[src/rtl/frame_aligner.sv]
// Byte-stream frame aligner: hunts for a two-byte header in a 12-byte cadence,
// locks after LOCK_FRAMES legal frames and unlocks after UNLOCK_FRAMES bad headers.
module frame_aligner #(
    parameter logic [15:0] HDR1          = 16'hAFAA,
    parameter logic [15:0] HDR2          = 16'hBA55,
    parameter int          PAYLOAD_LEN   = 10,
    parameter int          LOCK_FRAMES   = 3,
    parameter int          UNLOCK_FRAMES = 4
) (
    input  logic       clk,
    input  logic       reset,
    input  logic [7:0] rx_data,
    output logic [3:0] fr_byte_position,
    output logic       frame_detect
);

    localparam int LW = $clog2(LOCK_FRAMES + 1);
    localparam int UW = $clog2(UNLOCK_FRAMES + 1);

    localparam logic [7:0]    LSB1       = HDR1[7:0];
    localparam logic [7:0]    MSB1       = HDR1[15:8];
    localparam logic [7:0]    LSB2       = HDR2[7:0];
    localparam logic [7:0]    MSB2       = HDR2[15:8];
    localparam logic [LW-1:0] LOCK_MAX   = LW'(LOCK_FRAMES);
    localparam logic [UW-1:0] UNLOCK_MAX = UW'(UNLOCK_FRAMES);
    localparam logic [3:0]    LAST_POS   = 4'(PAYLOAD_LEN);

    // state_q names the role of the byte currently on rx_data
    typedef enum logic [1:0] {
        SEARCH,
        HDR_MSB,
        PAYLOAD,
        HDR_LSB
    } state_t;

    state_t        state_q, state_d;
    logic          type_q, type_d;
    logic          bad_q, bad_d;
    logic [LW-1:0] legal_cnt_q, legal_cnt_d;
    logic [UW-1:0] illegal_cnt_q, illegal_cnt_d;
    logic [3:0]    pos_d;
    logic          det_d;

    logic          is_lsb;
    logic          lsb_type;
    logic [7:0]    exp_msb;
    logic          msb_ok;
    logic [LW-1:0] legal_inc;
    logic [UW-1:0] illegal_inc;
    logic [3:0]    pos_inc;

    assign is_lsb      = (rx_data == LSB1) || (rx_data == LSB2);
    assign lsb_type    = (rx_data == LSB2);
    assign exp_msb     = type_q ? MSB2 : MSB1;
    assign msb_ok      = !bad_q && (rx_data == exp_msb);
    assign legal_inc   = (legal_cnt_q == LOCK_MAX) ? legal_cnt_q : legal_cnt_q + LW'(1);
    assign illegal_inc = (illegal_cnt_q == UNLOCK_MAX) ? illegal_cnt_q : illegal_cnt_q + UW'(1);
    assign pos_inc     = fr_byte_position + 4'd1;

    always_comb begin
        state_d       = state_q;
        type_d        = type_q;
        bad_d         = bad_q;
        legal_cnt_d   = legal_cnt_q;
        illegal_cnt_d = illegal_cnt_q;
        pos_d         = '0;
        det_d         = frame_detect;

        unique case (state_q)
            SEARCH: begin
                if (is_lsb) begin
                    state_d = HDR_MSB;
                    type_d  = lsb_type;
                    bad_d   = 1'b0;
                end
            end

            HDR_LSB: begin
                if (is_lsb) begin
                    state_d = HDR_MSB;
                    type_d  = lsb_type;
                    bad_d   = 1'b0;
                end else if (frame_detect) begin
                    // locked: hold cadence, the MSB slot is judged illegal regardless
                    state_d = HDR_MSB;
                    bad_d   = 1'b1;
                end else begin
                    state_d     = SEARCH;
                    legal_cnt_d = '0;
                end
            end

            HDR_MSB: begin
                if (msb_ok) begin
                    state_d       = PAYLOAD;
                    legal_cnt_d   = legal_inc;
                    illegal_cnt_d = '0;
                    if (legal_inc == LOCK_MAX)
                        det_d = 1'b1;
                end else if (frame_detect) begin
                    if (illegal_inc == UNLOCK_MAX) begin
                        state_d       = SEARCH;
                        det_d         = 1'b0;
                        legal_cnt_d   = '0;
                        illegal_cnt_d = '0;
                    end else begin
                        state_d       = PAYLOAD;
                        illegal_cnt_d = illegal_inc;
                    end
                end else begin
                    legal_cnt_d = '0;
                    // a mismatching byte can itself start a new header
                    if (is_lsb) begin
                        state_d = HDR_MSB;
                        type_d  = lsb_type;
                        bad_d   = 1'b0;
                    end else begin
                        state_d = SEARCH;
                    end
                end
            end

            PAYLOAD: begin
                pos_d = pos_inc;
                if (pos_inc == LAST_POS)
                    state_d = HDR_LSB;
            end

            default: state_d = SEARCH;
        endcase
    end

    always_ff @(posedge clk) begin
        if (reset) begin
            state_q          <= SEARCH;
            type_q           <= 1'b0;
            bad_q            <= 1'b0;
            legal_cnt_q      <= '0;
            illegal_cnt_q    <= '0;
            fr_byte_position <= '0;
            frame_detect     <= 1'b0;
        end else begin
            state_q          <= state_d;
            type_q           <= type_d;
            bad_q            <= bad_d;
            legal_cnt_q      <= legal_cnt_d;
            illegal_cnt_q    <= illegal_cnt_d;
            fr_byte_position <= pos_d;
            frame_detect     <= det_d;
        end
    end

endmodule

[config.mk]
export PLATFORM = sky130hd
export DESIGN_NAME = frame_aligner
export DESIGN_NICKNAME = d
export VERILOG_FILES = /design/src/rtl/frame_aligner.sv
export SDC_FILE = /design/constraint.sdc
export NUM_CORES = 1
export LEC_CHECK = 0
export CAP_MARGIN = 40
export CORE_MARGIN = 2
export CORE_UTILIZATION = 35
export DETAILED_ROUTE_END_ITERATION = 10
export GPL_ROUTABILITY_DRIVEN = 0
export GPL_TIMING_DRIVEN = 0
export SETUP_SLACK_MARGIN = 0.05
export SYNTH_ARGS = -nofsm -noshare
export SYNTH_HDL_FRONTEND = slang
export SYNTH_SLANG_ARGS = --single-unit
[constraint.sdc]
create_clock -name clk -period 3.8 [get_ports clk]
set_clock_uncertainty 0.2 [all_clocks]
set_input_delay 0.38 -clock clk [delete_from_list [all_inputs] [get_ports clk]]
set_output_delay 0.38 -clock clk [all_outputs]
set_load 0.005 [all_outputs]
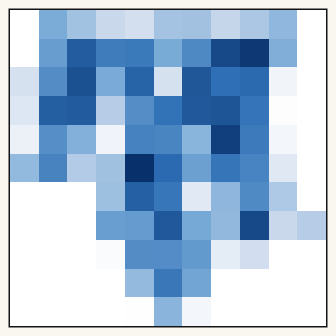
Fig. 1. Placement density heat map.
11 x 11 tiles, from white (low) to dark blue (high), 0 to 100% covered.
emptiest ninth of the die: south-west
mean over tiles: 36%
nearly empty tiles: 31%
densest ninth of the die: centre
tiles over 75% full: 14%
fullest tile: 100%

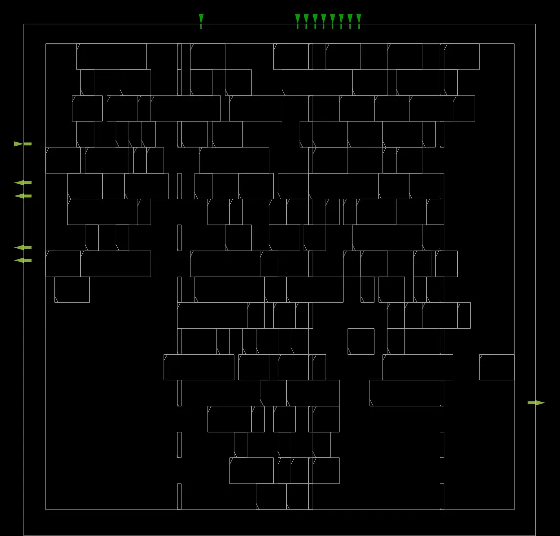
Fig. 2. Cell placement.
Flops: 14
Final Core Density: 44.2%
Seq area share: 26.3%

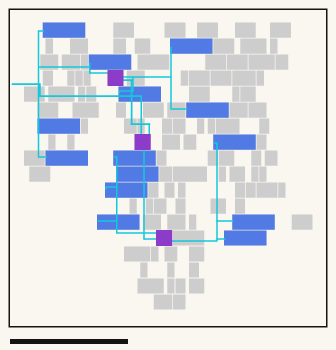
Fig. 3. Clock network drawn from the DEF.
Scale bar: 20 um.
[flip-flops] blue | count: 14
[clock drivers] purple | count: 3
[clock wires] cyan | length: 193 um
routed clock nets: 4

==> out/results.ini <==
[status]
status = complete, no violations

[global_route]
overflow = 0
grt_pass1_vias = 720
grt.total_usage_pct = 14.0

[finish]
flop_area_sq_um = 280
mostFrequentLayoutCell = nor2_1
layout-drive-gt1-share_pct = 10.9
comb_area_sq_um = 543

[synthesis]
yosys_area_sq_um = 866
synthesis.area_sq_um = 866
syn_avg_cell_area_sq_um = 8.49
synth_cell_type_count = 40
ys_seq_share_pct = 32.4

[place]
place_area_sq_mm = 0.00104
io_buffer_count = 14

[route]
ant_nets = 0

[worst_hold_path]
hp-class = flop to flop

[setup_path]
crit_path_max_fanout = 8
start_kind = flop

[pwr]
power_frac_comb_pct = 6.8
p_per_area_mw_per_mm2 = 230
p_seq_share_pct = 59.8
p_int_uw = 194
p_sw_share_pct = 20.8
p_switching_uw = 51.0

[die]
ioPinCount = 15
core_area_sq_mm = 0.00241

[sta]
rsz0062_at_grt = no
setup_viol = 0

[cts]
cts_setup_buffers = 0
clockBufferDepth = 2

[flow_run]
warning_count = 28
maxCapViolations = 0

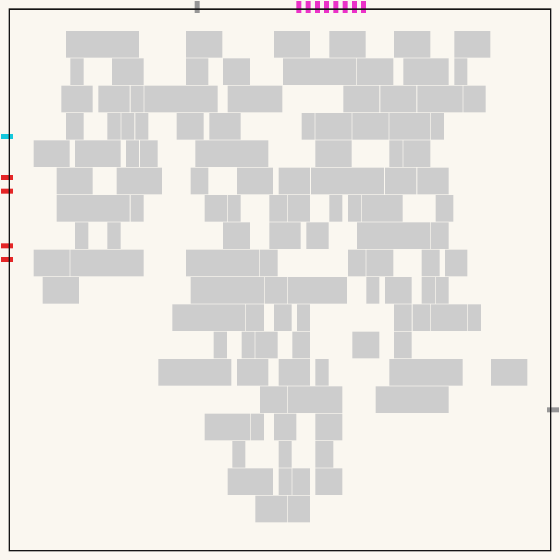
Fig. 4. Ports around the boundary.
Pins as bars across the die edge, other pins in grey.
| port | colour | pins | direction | edge |
|---|---|---|---|---|
| clk | cyan | 1 | input | west |
| rx_data | magenta | 8 | input | north |
| fr_byte_position | red | 4 | output | west |
all pins by edge: 9 north, 5 west, 1 east

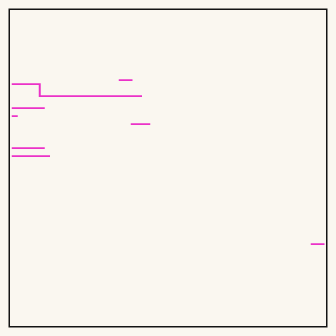
Fig. 5. Signal wires on met3.
longest straight run: 17.2 um
nets with wire on the layer: 7
share of all routed wire: 2.8%
main direction: horizontal
wire length on this layer: 48.5 um

-- tightest hold or removal path: cells and delay by family (launching register included) --
kind             cells  cell delay (ns)
flip-flops           1             0.33
AND-OR/OR-AND        1             0.06
AND/OR/NAND/NOR      1             0.07
-- worst paths after layout --
| kind | slack (ns) | cells after the start | end | from |
|---|---|---|---|---|
| worst max-delay path | 1.61 | 7 | flop | illegal_cnt_q[0] |
| worst min register to register | 0.30 | 2 | legal_cnt_q[0] | legal_cnt_q[0] |
| worst max register to register | 1.61 | 7 | flop | illegal_cnt_q[0] |
| worst min-delay path | 0.30 | 2 | legal_cnt_q[0] | legal_cnt_q[0] |
-- registers in the layout, summed over array words and instances (netlist names), named ones only --
register and count:
bad_q 1, fr_byte_position 4, frame_detect 1, illegal_cnt_q 3
legal_cnt_q 2, state_q 1, type_q 1
-- synthesized netlist by cell type --
library cell	count	area share, %
xor2_1	2	2.0
nand3_2	1	1.2
a311oi_1	1	1.0
o21ai_4	1	1.9
and4bb_1	1	1.4
and4bb_2	1	1.4
and4b_1	1	1.2
or2b_2	1	1.0
or2_2	1	0.72
inv_1	6	2.6
a21oi_1	9	5.2
dfxtp_1	14	32
nand4_1	2	1.4
nor2b_1	1	0.72
o21ai_2	1	1.0
or3b_1	1	1.0
or3_2	1	0.87
dlygate4sd1_1	1	1.0
nand3b_1	1	0.87
o2111ai_1	1	1.0
and2b_1	1	0.87
o211ai_1	1	0.87
nand3_1	5	2.9
mux2i_1	1	1.2
nor4bb_1	1	1.2
a21o_1	1	0.87
nor4_1	1	0.72
o31ai_1	2	1.7
xnor2_1	1	1.0
a31oi_1	1	0.72
a311oi_2	1	1.7
nor2_1	15	6.5
nand2_1	7	3.0
a32oi_1	2	2.0
nand2b_1	4	2.9
o21ai_0	3	1.7
o2111a_1	1	1.3
mux2_4	1	1.7
ha_1	4	5.8
buf_6	1	1.3
-- routing by layer --
metal / share of wire, % / track usage (%) / vias to the layer above
li1: - / - / 405
met1: 52 / 19.5 / 343
met2: 45 / 20.1 / 8
met3: 2.8 / 3.33 / 2
met4: 0.41 / 6.41 / 0
met5: 0 / 0 / -
-- cells by family after synthesis --
kind of cell             after synthesis  share of synthesized area, %
AND/OR/NAND/NOR                       46                          29.9
AND-OR/OR-AND                         25                          21.1
flip-flops                            14                          32.4
buffers and inverters                  8                          4.91
adder cells (fa/ha/maj)                4                          5.78
XOR/XNOR                               3                          3.04
multiplexers                           2                          2.89
-- power by group through the flow --
stage	registers (uW)	logic, uW	clock network (uW)
3_5_place_dp	150	16.8	0
6_report	147	16.8	81.8
3_3_place_gp	150	16.6	0
4_1_cts	147	16.9	88.5
5_1_grt	147	18.2	91.6
2_1_floorplan	150	4.98	0
-- area by class of cell --
class,instances,area share [%]
Buffer,2,1.88
Clock buffer,3,2.11
Inverter,6,2.11
Multi-Input combinational cell,80,50.9
Sequential cell,14,26.3
Tap cell,30,3.52
Timing Repair Buffer,14,13.1
-- metrics by stage --
stage                     power, uW  hold slack [ns]  instances  setup slack (ns)
final                           245            0.297        149              1.61
after detailed placement        167            0.284        146              1.36
after floorplan                 155            0.262        102              1.80
after global routing            257            0.323        149              1.35
after global placement          167            0.277        146              1.38
after CTS                       252            0.296        149              1.58
Power is estimated from default activity; no workload was simulated.
